## config.mk

```make
export PLATFORM = sky130hd
export DESIGN_NAME = memory_unit
export DESIGN_NICKNAME = d
export VERILOG_FILES = /design/src/rtl/cpu_pkg.sv /design/src/rtl/strobe_sync.sv /design/src/rtl/memory_unit.sv
export SDC_FILE = /design/constraint.sdc
export NUM_CORES = 1
export LEC_CHECK = 0
export CAP_MARGIN = 5
export CORE_ASPECT_RATIO = 1.5
export CORE_MARGIN = 4
export CORE_UTILIZATION = 30
export CTS_CLUSTER_SIZE = 20
export DETAILED_ROUTE_END_ITERATION = 16
export GPL_TIMING_DRIVEN = 1
export PLACE_DENSITY = 0.53
export SYNTH_ARGS = -nofsm -noshare
export SYNTH_HDL_FRONTEND = slang
export SYNTH_SLANG_ARGS = --single-unit
```

## constraint.sdc

```tcl
create_clock -name clk -period 7.09 [get_ports clk]
set_clock_uncertainty 0.2 [all_clocks]
set_input_delay 2.127 -clock clk [delete_from_list [all_inputs] [get_ports clk]]
set_output_delay 2.127 -clock clk [all_outputs]
set_load 0.02 [all_outputs]
```

## src/rtl/cpu_pkg.sv

```systemverilog
// cpu_pkg: definitions shared by the CPU memory blocks.
//   ADDR_W_DEF / DATA_W_DEF : default address and data widths
//   state_t                 : program-load FSM state encoding
package cpu_pkg;

  localparam int ADDR_W_DEF = 4;
  localparam int DATA_W_DEF = 8;

  typedef enum logic [1:0] {
    ST_RUN  = 2'b00,
    ST_PROG = 2'b01,
    ST_DONE = 2'b10
  } state_t;

endpackage

```

## src/rtl/strobe_sync.sv

```systemverilog
// strobe_sync: brings an asynchronous strobe into the clk domain and flags
// its rising edge. The output is a single-cycle pulse, however long the strobe
// stays high.
//   clk, rst_n   : clock, asynchronous active-low reset
//   strobe_async : raw strobe from the pins
//   rise         : one-cycle pulse on a synchronized rising edge
module strobe_sync
  import cpu_pkg::*;
(
  input  logic clk,
  input  logic rst_n,
  input  logic strobe_async,
  output logic rise
);

  logic sync_q1;
  logic sync_q2;
  logic prev_q;

  always_ff @(posedge clk or negedge rst_n) begin
    if (!rst_n) begin
      sync_q1 <= 1'b0;
      sync_q2 <= 1'b0;
      prev_q  <= 1'b0;
    end else begin
      sync_q1 <= strobe_async;
      sync_q2 <= sync_q1;
      prev_q  <= sync_q2;
    end
  end

  // A strobe that is set up before edge 1 reaches sync_q2 at edge 2, so the
  // write it triggers commits at edge 3.
  assign rise = sync_q2 & ~prev_q;

endmodule

```

## src/rtl/memory_unit.sv

```systemverilog
// memory_unit: CPU RAM with memory address register (MAR) and an external
// program-load path.
//   clk, rst_n              : clock, asynchronous active-low reset
//   bus_in, lm, ce, ri      : CPU bus value, load MAR, drive bus, write RAM
//   bus_out, bus_drive      : RAM[MAR] read data and bus ownership
//   prog_mode, prog_data,
//   prog_strobe             : external loader controls (strobe is asynchronous)
//   prog_addr, prog_ack,
//   prog_done               : load address, per-write ack, all words loaded
//
// state | meaning
// RUN   | normal CPU access through MAR; loader edges discarded
// PROG  | loader writes prog_data to successive addresses; CPU controls ignored
// DONE  | last address written; waiting for prog_mode to drop
module memory_unit
  import cpu_pkg::*;
#(
  parameter int ADDR_W = ADDR_W_DEF,
  parameter int DATA_W = DATA_W_DEF
) (
  input  logic              clk,
  input  logic              rst_n,
  input  logic [DATA_W-1:0] bus_in,
  input  logic              lm,
  input  logic              ce,
  input  logic              ri,
  output logic [DATA_W-1:0] bus_out,
  output logic              bus_drive,
  input  logic              prog_mode,
  input  logic [DATA_W-1:0] prog_data,
  input  logic              prog_strobe,
  output logic [ADDR_W-1:0] prog_addr,
  output logic              prog_ack,
  output logic              prog_done
);

  localparam int DEPTH = 1 << ADDR_W;

  state_t            state;
  state_t            state_nxt;
  logic [ADDR_W-1:0] mar;
  logic [ADDR_W-1:0] prog_addr_q;
  logic [DATA_W-1:0] ram [DEPTH];
  logic              ack_q;

  logic              strobe_rise;
  logic              run_wr;
  logic              prog_wr;
  logic              mar_ld;
  logic              addr_clr;
  logic              last_addr;

  strobe_sync u_strobe_sync (
    .clk          (clk),
    .rst_n        (rst_n),
    .strobe_async (prog_strobe),
    .rise         (strobe_rise)
  );

  assign last_addr = (prog_addr_q == {ADDR_W{1'b1}});

  always_ff @(posedge clk or negedge rst_n) begin
    if (!rst_n) state <= ST_RUN;
    else        state <= state_nxt;
  end

  always_comb begin
    state_nxt = state;
    run_wr    = 1'b0;
    prog_wr   = 1'b0;
    mar_ld    = 1'b0;
    addr_clr  = 1'b0;
    bus_drive = 1'b0;
    case (state)
      ST_RUN: begin
        mar_ld    = lm;
        run_wr    = ri;
        bus_drive = ce & ~ri;
        // Holding the address at zero in RUN makes PROG always start at 0.
        addr_clr  = 1'b1;
        if (prog_mode) state_nxt = ST_PROG;
      end
      ST_PROG: begin
        // Dropping prog_mode wins over a coincident strobe: the load is abandoned.
        if (!prog_mode) begin
          state_nxt = ST_RUN;
          addr_clr  = 1'b1;
        end else if (strobe_rise) begin
          prog_wr = 1'b1;
          if (last_addr) state_nxt = ST_DONE;
        end
      end
      ST_DONE: begin
        if (!prog_mode) begin
          state_nxt = ST_RUN;
          addr_clr  = 1'b1;
        end
      end
      default: state_nxt = ST_RUN;
    endcase
  end

  always_ff @(posedge clk or negedge rst_n) begin
    if (!rst_n) begin
      mar         <= '0;
      prog_addr_q <= '0;
      ack_q       <= 1'b0;
      for (int i = 0; i < DEPTH; i++) ram[i] <= '0;
    end else begin
      ack_q <= prog_wr;
      // MAR updates after the write below samples it, so lm+ri writes to the old MAR.
      if (mar_ld) mar <= bus_in[ADDR_W-1:0];
      if (run_wr)       ram[mar]         <= bus_in;
      else if (prog_wr) ram[prog_addr_q] <= prog_data;
      if (addr_clr)     prog_addr_q <= '0;
      else if (prog_wr) prog_addr_q <= prog_addr_q + ADDR_W'(1);
    end
  end

  assign bus_out   = ram[mar];
  assign prog_addr = prog_addr_q;
  assign prog_ack  = ack_q;
  assign prog_done = (state == ST_DONE);

endmodule
```

==> run_1/layer_met1.png <==
Bar = 50 um. Supply wires on this layer in grey.
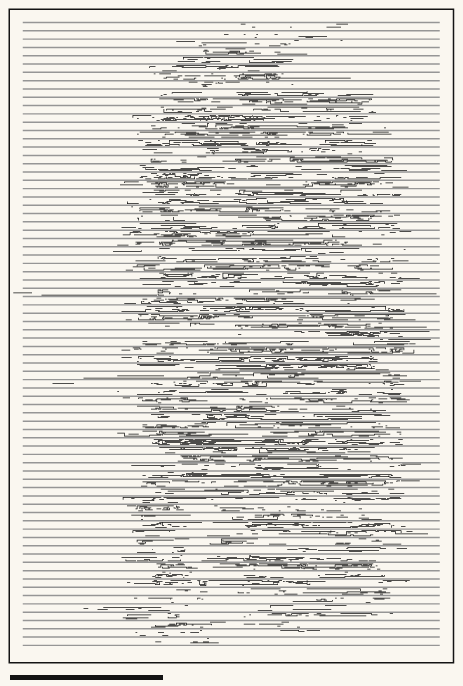
main direction: horizontal
nets with wire on the layer: 653
wire length on this layer: 9830 um
share of all routed wire: 38%
met1 Resource Use GR: 0.1862
Vias: 5756
routed wire length: 25960 um

==> run_1/layer_met2.png <==
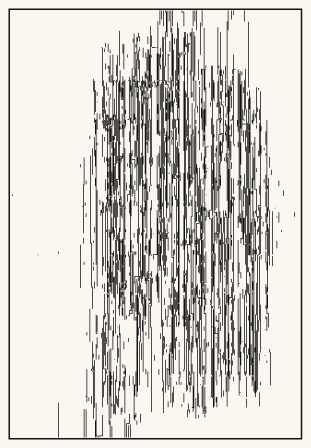
longest straight run: 95.2 um
share of all routed wire: 54%
wire length on this layer: 14100 um
nets with wire on the layer: 622
main direction: vertical

==> run_1/layer_met3.png <==
Bar = 50 um. Cells faint in the background.
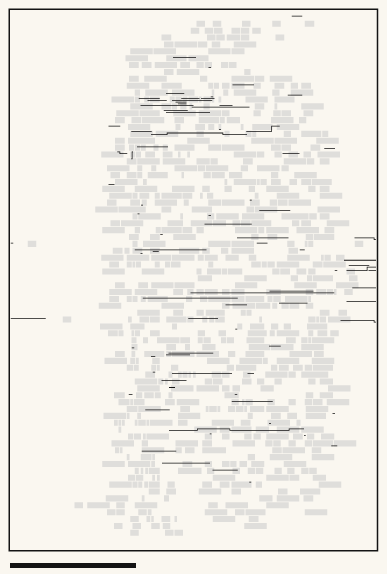
wire length on this layer: 782 um
nets with wire on the layer: 50
main direction: horizontal
longest straight run: 56.6 um
share of all routed wire: 3.0%

==> run_1/layer_met4.png <==
Supply wires on this layer in grey.
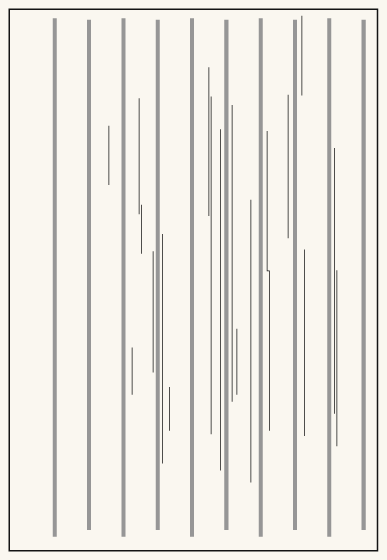
main direction: vertical
nets with wire on the layer: 15
longest straight run: 135 um

run 1: metal layers:
layer | share of wire | vias up | track usage
met5 | 0 | - | 0
met4 | 0.050 | 0 | 0.09344
met3 | 0.030 | 43 | 0.02579
met2 | 0.54 | 125 | 0.3199
met1 | 0.38 | 3020 | 0.1862
li1 | - | 2568 | -
run 1: cell usage in the layout (no fill, tap or decap), drive strengths merged, types with 7 or more instances in the layout:
cell,synthesis,routed
o2bb2ai,32,32
o22ai,40,40
inv,7,7
nor3,8,8
mux4,32,32
clkinv,0,7
and2,17,17
mux2,132,132
clkbuf,23,17
clkdlybuf4s50,0,36
ha,8,8
nor2,19,19
nand2,35,35
dfrtp,142,142
o21ai,15,15
a22oi,16,16
a22o,56,56
run 1: cell type report:
class                   instances  area [sq um]
fillers                      2719         18240
clock buffers                  17         425.4
well taps                     346         432.9
inverters                       7         26.28
flip-flops and latches        142          3556
clock inverters                15         196.4
repair buffers                 42         409.1
multi-input cells             455          4581
run 1: worst paths after layout:
kind	from	endpoint	slack [ps]	depth (start not counted)
worst max-delay path	ri	bus_drive	1300	3
worst max register to register	mar[3]$_DFFE_PN0P_	ram[60]$_DFFE_PN0P_	3890	4
min in group asynchronous	rst_n	ram[70]$_DFFE_PN0P_	1430	1
max in group asynchronous	rst_n	u_strobe_sync.sync_q1$_DFF_PN0_	4160	2
worst min-delay path	u_strobe_sync.sync_q1$_DFF_PN0_	u_strobe_sync.sync_q2$_DFF_PN0_	150	0
worst min register to register	u_strobe_sync.sync_q1$_DFF_PN0_	u_strobe_sync.sync_q2$_DFF_PN0_	150	0
run 1: sequential cells by signal (all words and copies together), names as in the netlist:
register / cells
prog_addr: 4
state: 2
mar: 4
u_strobe_sync.sync_q2: 1
prog_ack: 1
ram: 128
u_strobe_sync.sync_q1: 1
u_strobe_sync.prev_q: 1
==> impl_metrics.py, run 1 <==
# Metrics from the implementation run
metrics = {
    "synth": {
        "syn_inst": 659,
        "yosys-mux-area-fraction": 0.2719,
        "synth_seq_share": 0.4206,
        "async_flop_share": 1.000,
        "fp_nets": 690,
        "ys_area_sq_mm": 0.008449,
        "synth.cellmix.compoundShare": 0.1592,
        "ys_cells": 659,
        "ys.flop_type": "dfrtp_1",
        "ys_sh_adder": 0.01185,
        "top_area_frac": 0.4206,
        "largest_area_cell": "dfrtp_1",
        "ys_types": 48,
        "yosys-top-cells-area": "dfrtp_1, mux2_2, mux4_2, a22o_1, mux2_4",
        "logic_family": "multiplexers",
    },
    "floorplanning": {
        "rows": 75,
    },
    "pwr": {
        "clkPwrFrac": 0.350,
        "p_switching_mw": 0.9768,
        "switching_share": 0.3556,
        "power_leader": "registers",
        "p_clk_mw": 0.961,
        "pg_seq_mw": 1.00,
        "ir_drop_v": 0.0001512,
        "p_int_mw": 1.770,
    },
    "global_route": {
        "antenna_found_initial": 0,
    },
    "cts": {
        "clock_path_buffers": 2,
        "hold_buffers": 0,
        "clock_sinks": 142,
    },
    "place": {
        "dp_slack_ps": 1288,
        "place_congestion": 0.8123,
        "io_buffers": 37,
        "dp_hpwl_um": 18400,
    },
    "critical_path": {
        "critPathArrivalTime_ps": 3460,
        "critPathRequiredTime_ps": 4760,
        "crit_type": "primary input to output port",
    },
    "run": {
        "warnings": 32,
    },
    "final_timing": {
        "fin_ws_ps": 1304,
        "grt_setup_unrepaired": "false",
        "final_max_slew_viol_count": 0,
        "worstMarginPinSlew_ps": 904.9,
        "period_needed_ps": 5786,
    },
    "run_status": {
        "status": "complete, no violations",
    },
    "layout": {
        "n_antenna_cell": 0,
        "fin_cells": 1024,
        "layout-drive-gt1-share": 0.3333,
    },
    "detailed_routing": {
        "ant_nets": 0,
    },
}
--- run 2 (diff from run 1) ---
--- a/config.mk
+++ b/config.mk
@@ -12,7 +12,7 @@
 export CTS_CLUSTER_SIZE = 20
 export DETAILED_ROUTE_END_ITERATION = 16
 export GPL_TIMING_DRIVEN = 1
-export PLACE_DENSITY = 0.53
+export PLACE_DENSITY = 0.55
 export SYNTH_ARGS = -nofsm -noshare
 export SYNTH_HDL_FRONTEND = slang
 export SYNTH_SLANG_ARGS = --single-unit
==> constraint.sdc (replaced) <==
create_clock -name clk -period 5.05 [get_ports clk]
set_clock_uncertainty 0.2 [all_clocks]
set_input_delay 1.515 -clock clk [delete_from_list [all_inputs] [get_ports clk]]
set_output_delay 1.515 -clock clk [all_outputs]
set_load 0.02 [all_outputs]
==> run_2/layer_met4.png <==
Supply wires on this layer in grey.
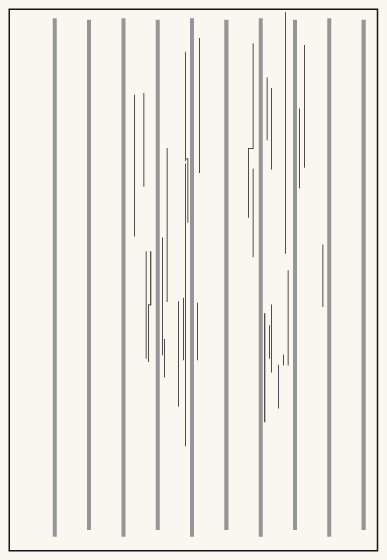
share of all routed wire: 4.5%
longest straight run: 112 um
nets with wire on the layer: 18
main direction: vertical

==> run 2 against run 1 <==
Compared with the run above:
- synthesized cell count unchanged
- non-clock buffer count is 15 higher
- first-iteration DRC count up 30%
- register-to-register slack got worse by 2000 ps
- critical path type is now flop to output port
- die area stayed put
- utilization is 0.49 points higher
- power up 41%
- sequential share of layout area down 0.52 points
- worst setup slack lost 1000 ps
- critical path depth is 2 higher
- sequential power up 44%
- via count is essentially flat
==> impl_metrics.py, run 2 <==
# Metrics from the implementation run
metrics = {
    "layout": {
        "lay_top_cells": "dfrtp_1, mux2_2, a22o_1",
        "largest-register": "ram",
        "layout-drive-gt1-share": 0.3478,
        "layout_top_cell": "dfrtp_1",
    },
    "synth": {
        "ys_types": 48,
        "synth_seq_share": 0.4206,
        "yosys-top-cells-area": "dfrtp_1, mux2_2, mux4_2, a22o_1, mux2_4",
        "ys.flop_type": "dfrtp_1",
    },
    "run_status": {
        "status": "complete, no violations",
    },
    "detailed_routing": {
        "ant_nets": 0,
        "wirelength_um": 24870,
        "met1_length_um": 9263,
        "met2RoutedLength_um": 13680,
    },
    "final_timing": {
        "grt_setup_unrepaired": "false",
        "fin_ws_ps": 288.5,
        "final_max_slew_viol_count": 0,
    },
    "cts": {
        "clock_path_buffers": 2,
        "hold_buffers": 0,
    },
    "critical_path": {
        "critPathArrivalTime_ps": 3050,
        "critPathRequiredTime_ps": 3340,
    },
    "global_route": {
        "gr-usage-met1": 0.1737,
        "grt.busiest_layer": "met2",
        "globalRouteMet2Util": 0.3134,
        "antenna_found_initial": 0,
    },
    "place": {
        "dp_slack_ps": 463.0,
        "io_buffers": 37,
    },
    "run": {
        "warnings": 32,
    },
}
==> run_2/clocks.png <==
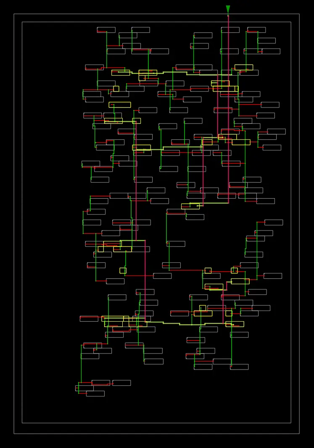
Clock group: 1.35 mW
clk latency late pin: 450 ps
TritonCTS Buffers: 17
TritonCTS Sinks: 142

## run 2: netlist changes by cell type in the layout (fill, tap and decap cells not counted)
cell,change
buf_12,+2
buf_4,+13
bufinv_16,-1
clkbuf_8,+1
clkinv_2,-3
clkinvlp_4,-1
inv_6,+3
inv_8,+1
## run 2: cells by family after synthesis
logic type                 share of synthesized area
and+or+nand+nor                              0.09714
buffers and inverters                        0.03732
adders and majority gates                    0.01185
xor gates and xnor gates                    0.002074
DFF                                           0.4206
muxes                                         0.2719
AOI/OAI and AO/OA                             0.1592
## run 2: per-stage QoR
stage	instance area, sq um	hold slack, ps	instances	util
after floorplan	8449	131.2	659	-
after global placement	9143	135.9	1007	0.3280
after detailed placement	9143	138.9	1007	0.3280
after CTS	9763	153.7	1039	0.3503
after global routing	9763	167.5	1039	0.3503
final	9763	150.2	1039	0.3503
## run 2: layout make-up
class                           count  area (sq um)
Fill cell                        2687         18110
Multi-Input combinational cell    455          4581
Sequential cell                   142          3556
Timing Repair Buffer               57         546.8
Clock buffer                       18         439.2
Tap cell                          346         432.9
Clock inverter                     14         181.4
Inverter                            7         26.28
## run 2: path summary, 6_finish.rpt
path | end | slack (ps) | from | cells after the start
max | bus_out[2] | 290 | mar[0]$_DFFE_PN0P_ | 5
max in group asynchronous | ram[119]$_DFFE_PN0P_ | 2860 | rst_n | 2
min reg2reg | u_strobe_sync.sync_q2$_DFF_PN0_ | 150 | u_strobe_sync.sync_q1$_DFF_PN0_ | 0
max reg2reg | ram[103]$_DFFE_PN0P_ | 1940 | state[1]$_DFFE_PN0P_ | 6
min in group asynchronous | ram[68]$_DFFE_PN0P_ | 930 | rst_n | 1
min | u_strobe_sync.sync_q2$_DFF_PN0_ | 150 | u_strobe_sync.sync_q1$_DFF_PN0_ | 0
Power and IR drop assume default switching activity.
